[config.mk]
export PLATFORM = sky130hd
export DESIGN_NAME = tug_of_war_match_flat
export DESIGN_NICKNAME = d
export VERILOG_FILES = /design/src/rtl/tug_of_war_match_if.sv /design/src/rtl/tug_of_war_match.sv /design/src/flat_wrapper.sv
export SDC_FILE = /design/constraint.sdc
export NUM_CORES = 1
export LEC_CHECK = 0
export ABC_AREA = 1
export CAP_MARGIN = 20
export CORE_MARGIN = 5
export CORE_UTILIZATION = 61
export DETAILED_ROUTE_END_ITERATION = 8
export PLACE_DENSITY = 0.95
export SYNTH_ARGS = -nofsm -noshare
export SYNTH_HDL_FRONTEND = slang
export SYNTH_SLANG_ARGS = --single-unit
[constraint.sdc]
create_clock -name clk -period 4.1 [get_ports clk]
set_input_delay 1.23 -clock clk [delete_from_list [all_inputs] [get_ports clk]]
set_output_delay 1.23 -clock clk [all_outputs]
set_load 0.005 [all_outputs]
[src/rtl/tug_of_war_match_if.sv]
// tug_of_war_match_if: game-tick, player, cpu and display signals of the tug-of-war engine
// master: drives ce, btn_left, btn_right, start, cpu_enable, cpu_level; slave: drives led, scores, match_over, winner
interface tug_of_war_match_if #(
  parameter int NUM_LEDS = 9,
  parameter int POINTS_TO_WIN = 7
);
  localparam int SW = $clog2(POINTS_TO_WIN + 1);
  logic ce;
  logic btn_left;
  logic btn_right;
  logic start;
  logic cpu_enable;
  logic [3:0] cpu_level;
  logic [NUM_LEDS-1:0] led;
  logic [SW-1:0] score_left;
  logic [SW-1:0] score_right;
  logic match_over;
  logic winner;
  modport master (
    output ce, btn_left, btn_right, start, cpu_enable, cpu_level,
    input led, score_left, score_right, match_over, winner
  );
  modport slave (
    input ce, btn_left, btn_right, start, cpu_enable, cpu_level,
    output led, score_left, score_right, match_over, winner
  );
endinterface

[src/rtl/tug_of_war_match.sv]
// tug_of_war_match: multi-point tug-of-war engine with point hold phase and LFSR computer opponent
// ports: clk, reset (async active-low), bus (slave: ce/buttons/start/cpu in, led/scores/match_over/winner out)
module tug_of_war_match #(
  parameter int NUM_LEDS = 9,
  parameter int POINTS_TO_WIN = 7,
  parameter int HOLD_TICKS = 8
) (
  input logic clk,
  input logic reset,
  tug_of_war_match_if.slave bus
);
  localparam int SW = $clog2(POINTS_TO_WIN + 1);
  localparam int CENTER = NUM_LEDS / 2;
  localparam int PW = $clog2(NUM_LEDS);
  localparam int HW = $clog2(HOLD_TICKS + 1);
  localparam logic [NUM_LEDS-1:0] CENTER_LED = NUM_LEDS'(1) << CENTER;
  localparam logic [NUM_LEDS-1:0] LEFT_EDGE = NUM_LEDS'(1) << (NUM_LEDS - 1);
  localparam logic [NUM_LEDS-1:0] RIGHT_EDGE = NUM_LEDS'(1);
  localparam logic [NUM_LEDS-1:0] RIGHT_WIN = (NUM_LEDS'(1) << CENTER) - NUM_LEDS'(1);
  localparam logic [NUM_LEDS-1:0] LEFT_WIN = ~((NUM_LEDS'(1) << (CENTER + 1)) - NUM_LEDS'(1));
  typedef enum logic [1:0] {IDLE, PLAY, POINT, MATCH_OVER} state_t;
  state_t state;
  logic [1:0] sync_l, sync_r;
  logic sl, sr;
  logic [15:0] lfsr;
  logic [PW-1:0] pos;
  logic [HW-1:0] hold;
  logic scorer;
  logic [NUM_LEDS-1:0] led;
  logic [SW-1:0] score_l, score_r;
  logic match_over, winner;
  logic pl, pr, fb;
  always_comb begin
    pl = bus.ce & sync_l[1] & ~sl;
    pr = bus.ce & (bus.cpu_enable ? (lfsr[3:0] < bus.cpu_level) : (sync_r[1] & ~sr));
    fb = lfsr[0] ^ lfsr[2] ^ lfsr[3] ^ lfsr[5];
  end
  always_ff @(posedge clk or negedge reset) begin
    if (!reset) begin
      state <= IDLE;
      sync_l <= '0;
      sync_r <= '0;
      sl <= 1'b0;
      sr <= 1'b0;
      lfsr <= 16'hACE1;
      pos <= PW'(CENTER);
      hold <= '0;
      scorer <= 1'b0;
      led <= CENTER_LED;
      score_l <= '0;
      score_r <= '0;
      match_over <= 1'b0;
      winner <= 1'b0;
    end else begin
      sync_l <= {sync_l[0], bus.btn_left};
      sync_r <= {sync_r[0], bus.btn_right};
      if (bus.ce) begin
        sl <= sync_l[1];
        sr <= sync_r[1];
        lfsr <= {fb, lfsr[15:1]};
      end
      if ((state == IDLE || state == MATCH_OVER) && bus.start) begin
        state <= PLAY;
        pos <= PW'(CENTER);
        led <= CENTER_LED;
        score_l <= '0;
        score_r <= '0;
        match_over <= 1'b0;
      end else if (state == PLAY && pl != pr) begin
        if (pl && pos == PW'(NUM_LEDS - 1)) begin
          state <= POINT;
          scorer <= 1'b0;
          hold <= '0;
          led <= LEFT_EDGE;
          score_l <= score_l + SW'(score_l != SW'(POINTS_TO_WIN));
        end else if (pr && pos == '0) begin
          state <= POINT;
          scorer <= 1'b1;
          hold <= '0;
          led <= RIGHT_EDGE;
          score_r <= score_r + SW'(score_r != SW'(POINTS_TO_WIN));
        end else begin
          pos <= pl ? pos + PW'(1) : pos - PW'(1);
          led <= pl ? led << 1 : led >> 1;
        end
      end else if (state == POINT && bus.ce) begin
        if (hold == HW'(HOLD_TICKS - 1)) begin
          hold <= '0;
          if ((scorer ? score_r : score_l) == SW'(POINTS_TO_WIN)) begin
            state <= MATCH_OVER;
            match_over <= 1'b1;
            winner <= scorer;
            led <= scorer ? RIGHT_WIN : LEFT_WIN;
          end else begin
            state <= PLAY;
            pos <= PW'(CENTER);
            led <= CENTER_LED;
          end
        end else begin
          hold <= hold + HW'(1);
          led <= led ^ (scorer ? RIGHT_EDGE : LEFT_EDGE);
        end
      end
    end
  end
  assign bus.led = led;
  assign bus.score_left = score_l;
  assign bus.score_right = score_r;
  assign bus.match_over = match_over;
  assign bus.winner = winner;
endmodule
[src/flat_wrapper.sv]
// flat-port wrapper written by rule: the top's interface ports become plain ports
module tug_of_war_match_flat 
#(
  parameter int NUM_LEDS = 9,
  parameter int POINTS_TO_WIN = 7,
  parameter int HOLD_TICKS = 8
)
  (clk, reset, bus_ce, bus_btn_left, bus_btn_right, bus_start, bus_cpu_enable, bus_cpu_level, bus_led, bus_score_left, bus_score_right, bus_match_over, bus_winner);
  tug_of_war_match_if #(.NUM_LEDS(NUM_LEDS), .POINTS_TO_WIN(POINTS_TO_WIN)) bus_i ();
  input logic clk;
  input logic reset;
  input wire logic [$bits(bus_i.ce)-1:0] bus_ce;
  input wire logic [$bits(bus_i.btn_left)-1:0] bus_btn_left;
  input wire logic [$bits(bus_i.btn_right)-1:0] bus_btn_right;
  input wire logic [$bits(bus_i.start)-1:0] bus_start;
  input wire logic [$bits(bus_i.cpu_enable)-1:0] bus_cpu_enable;
  input wire logic [$bits(bus_i.cpu_level)-1:0] bus_cpu_level;
  output wire logic [$bits(bus_i.led)-1:0] bus_led;
  output wire logic [$bits(bus_i.score_left)-1:0] bus_score_left;
  output wire logic [$bits(bus_i.score_right)-1:0] bus_score_right;
  output wire logic [$bits(bus_i.match_over)-1:0] bus_match_over;
  output wire logic [$bits(bus_i.winner)-1:0] bus_winner;
  assign bus_i.ce = bus_ce;
  assign bus_i.btn_left = bus_btn_left;
  assign bus_i.btn_right = bus_btn_right;
  assign bus_i.start = bus_start;
  assign bus_i.cpu_enable = bus_cpu_enable;
  assign bus_i.cpu_level = bus_cpu_level;
  assign bus_led = bus_i.led;
  assign bus_score_left = bus_i.score_left;
  assign bus_score_right = bus_i.score_right;
  assign bus_match_over = bus_i.match_over;
  assign bus_winner = bus_i.winner;
  tug_of_war_match #(.NUM_LEDS(NUM_LEDS), .POINTS_TO_WIN(POINTS_TO_WIN), .HOLD_TICKS(HOLD_TICKS)) u_core (.clk(clk), .reset(reset), .bus(bus_i));
endmodule
### Wiring by layer, run 1

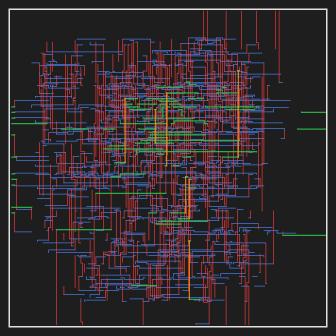
- M4: orange (wire length 95.2 um)
- M2: red (wire length 3,030 um)
- M1: blue (wire length 2,600 um)
- M3: green (wire length 380 um)

### Signal wires on met3, run 1

Bar = 20 um.
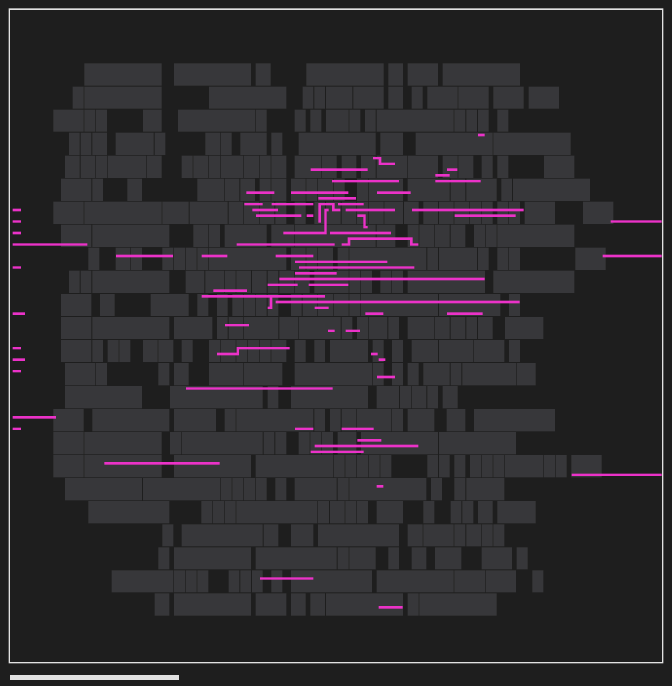
- share of all routed wire: 6.2%
- wire length on this layer: 380 um
- longest straight run: 28.5 um
- nets with wire on the layer: 59

==> results.yml, run 1 <==
# implementation run metrics
final_layout:
  layout-drive-gt1-share: 0.1050
  final_cells: 414
  fin_area_um2: 3161
  seq_area_um2: 1264
  layout_top_cell: "nand2_1"
  syn2layout_area_growth_pct: 15.45
  lay_top_cells: "nand2_1, dfrtp_1, nand3_1"
logic_synthesis:
  synth-adder-area-share: 0.06216
  ys.flops: 50
  synth_nets: 356
  xor_share: 0.03519
  logic_family: "simple AND/OR/NAND/NOR gates"
  synthesis.area_um2: 2738
  syn_inst: 332
  async_flop_share: 1.000
  aoi_share: 0.06581
  ys_seq_frac: 0.4616
  flop_cell: "dfrtp_1"
  ys_types: 31
critical_path:
  timing.rr.start: "u_core.state[0]"
  critPathMostFrequentCell: "nand2_1"
  critPathMaxFanout: 15
  worst_path_max_delay_cell: "clkdlybuf4s50_1"
  required_ps: 4350
  critical_path_depth: 15
  cpLargestDelayFamily: "simple AND/OR/NAND/NOR gates"
final_timing:
  holdWs_ps: 359.5
  slew_headroom: 0.7010
  tns_ps: 0
  fin_skew_ps: 8.142
  fin_crit_ps: 3108
  setup_viol: 0
  rsz0062_at_grt: "false"
  tightest_slew_ps: 445.7
  fin_crit_sh: 0.7581
floorplanning:
  die_area_um2: 5927
  coreArea_um2: 4354
  die.size.y_um: 76.99
  row_count: 24
  die_w_um: 76.99
clock_network:
  cts.sinks: 50
  ctsHtreeMaxLevel: 2
  clkLatencyLatePin_ps: 310
  root_buffer: "clkbuf_8"
  cts_max_path_buffers: 2
  cts_tree: "built"
placement:
  place.port_buffers: 27
  dp_hpwl_um: 4303
run:
  warning_count: 27
pwr:
  vdd_ir_drop_max_mv: 0.4072
  total_power_w: 0.001900
run_status:
  status: "completed"
route:
  drc: 0
  wl_met2_um: 3034
global_route:
  first_global_vias: 2385
  grt_util_met3: 0.05386
### Congestion heat map, run 1

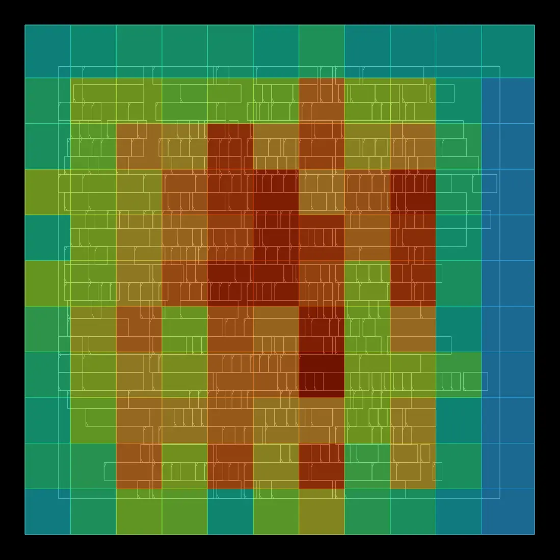
GRT Overall Usage: 0.2235
GRT busiest layer: met2
wire per inst: 14.75 um
Core Util, Final: 0.7259

### Metal 2, run 1

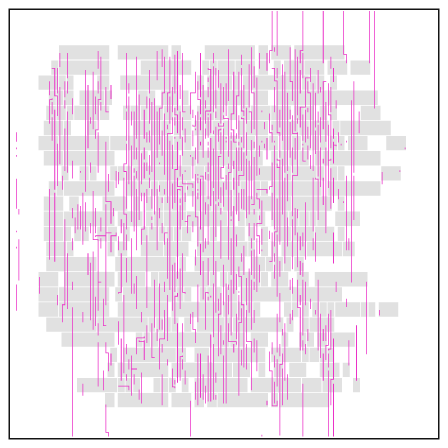
- share of all routed wire: 50%
- nets with wire on the layer: 322
- wire length on this layer: 3,030 um
- main direction: vertical

## run 1: power breakdown
group | total (W) | switching [W] | internal (W)
logic | 0.000783 | 0.000473 | 0.000310
clock network | 0.000351 | 0.000170 | 0.000182
registers | 0.000766 | 0.000121 | 0.000644
total | 0.00190 | 0.000764 | 0.00114
## run 1: registers in the layout, summed over array words and instances (netlist names), 2 cells and up
name and count:
u_core.bus.score_left 3, u_core.sync_l 2, u_core.bus.led 9, u_core.sync_r 2, u_core.bus.score_right 3, u_core.state 2, u_core.hold 4, u_core.pos 4
u_core.lfsr 16
## run 1: final cells by class
cell class	count	area share
tap	52	0.02059
clock buffer	5	0.02177
sequential	50	0.3998
multi-input combinational	246	0.4153
timing repair buffer	30	0.09501
inverter	28	0.03325
clock inverter	3	0.01425
==> run 2, diff against run 1 <==
CORE_UTILIZATION = 57   (was 61)
PLACE_DENSITY = 0.9   (was 0.95)
clock period = 3.1 ns   (was 4.1 ns; I/O delays follow)
### Signal wires on met3, run 2

Bar = 20 um.
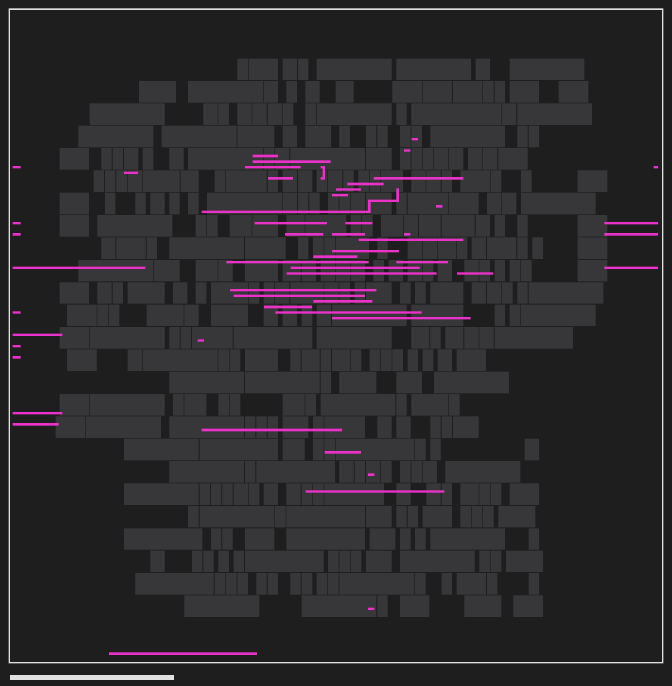
- wire length on this layer: 367 um
- longest straight run: 20.2 um
- main direction: horizontal
- share of all routed wire: 6.2%

### Wiring by layer, run 2

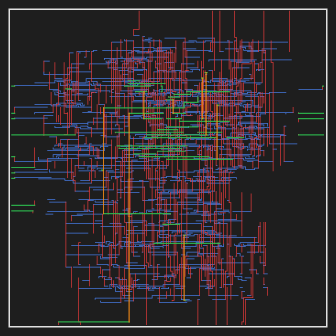
- M3: green (wire length 367 um)
- M1: blue (wire length 2,510 um)
- M2: red (wire length 2,880 um)
- M4: orange (wire length 145 um)

==> run 2 against run 1 <==
Net effect: critical path depth is 1 lower; register-to-register slack worse by 660 ps; non-clock buffer count is 3 higher.
==> results.yml, run 2 <==
# implementation run metrics
route:
  avgRoutedWirePerCell_um: 14.08
  drc: 0
  antenna_left: 0
  vias: 2336
pwr:
  power.share.clock: 0.186
  pwr-share-comb: 0.416
  switching_share: 0.3895
  vdd_ir_drop_max_mv: 0.3597
  p_int_w: 0.001546
  p_seq_frac: 0.397
  switching_power_w: 0.0009865
  power_density_nw_per_um2: 797.6
  seq-power_w: 0.00101
  total_power_w: 0.002533
  powerComb_w: 0.00105
  pwr.group.clock_w: 0.000472
  power.largest_group: "combinational logic"
logic_synthesis:
  syn_inst: 332
  async_flop_share: 1.000
  synth_nets: 356
  ys.flops: 50
  synthesis.area_um2: 2738
  ys_types: 31
  flop_cell: "dfrtp_1"
  ys_seq_frac: 0.4616
global_route:
  first_global_vias: 2258
  grt_use_total: 0.2031
  grt_max_degree: 33
critical_path:
  timing.rr.start: "u_core.lfsr[3]"
  cpLargestDelayFamily: "simple AND/OR/NAND/NOR gates"
  r2r_end: "u_core.bus.led[1]"
  critical_path_depth: 14
  required_ps: 3340
  worst_path_max_delay_cell: "clkdlybuf4s50_1"
  critPathMaxFanout: 16
  crit_path_end: "u_core.bus.led[1]"
  critPathMostFrequentCell: "nand2_1"
final_layout:
  n_clock_buffer: 7
  layout_top_cell: "nand2_1"
  utilization: 0.6768
  inverters: 28
  comb_area_um2: 1313
  comb_cells: 246
  seq_area_um2: 1264
  largest_reg_flops: 16
  comb_area_frac: 0.4133
  seq_cells: 50
  largest_class: "multi-input combinational cells"
  lay_top_cells: "nand2_1, dfrtp_1, nand3_1"
  reg.largest.list: "u_core.lfsr (16), u_core.bus.led (9)"
  syn2layout_area_growth_pct: 16.00
  fin_area_um2: 3176
  buf_share: 0.09771
  final_cells: 419
  signal_buffers: 33
  seq_area_frac: 0.3979
  final-clk-cell-share: 0.03664
  largest_register: "u_core.lfsr"
final_timing:
  setup_viol: 0
  rsz0062_at_grt: "false"
  slew_headroom: 0.7154
  tightest_slew_ps: 424.2
  fin_crit_ps: 2794
  setup_ws_ps: 306.3
  tns_ps: 0
  fin_crit_sh: 0.9012
  fin_skew_ps: 8.214
  holdWs_ps: 356.0
clock_network:
  clkLatencyLatePin_ps: 300
  ctsHtreeMaxLevel: 2
  cts.sinks: 50
  cts_max_path_buffers: 2
  cts_tree: "built"
  root_buffer: "clkbuf_8"
run_status:
  status: "completed"
worst_hold_path:
  hold_path.class: "flop to flop"
floorplanning:
  coreArea_um2: 4692
  io_pins: 28
  die.size.y_um: 79.30
  num_tap_cells: 54
  row_count: 25
  die_w_um: 79.30
  die_area_um2: 6288
placement:
  place_area_um2: 3059
  dp_hpwl_um: 4238
  place.port_buffers: 27
run:
  warning_count: 27
  maxCapViolCount: 0
-- run 2: layer usage --
layer,global-route usage,vias up,share of wire
li1,-,1136,-
met1,0.2573,1093,0.43
met2,0.3359,90,0.49
met3,0.04649,17,0.062
met4,0.08076,0,0.024
met5,0,-,0
-- run 2: cells by family (layout without fill, tap and decap cells) --
logic type | count (synthesis) | after routing | share of synthesized area
fa+ha+maj | 13 | 13 | 0.06216
xor+xnor | 11 | 11 | 0.03519
flops | 50 | 50 | 0.4616
compound gates | 34 | 34 | 0.06581
simple gates | 184 | 184 | 0.3016
mux | 4 | 4 | 0.01463
buf+inv | 36 | 69 | 0.05896
Power and IR drop assume default switching activity.
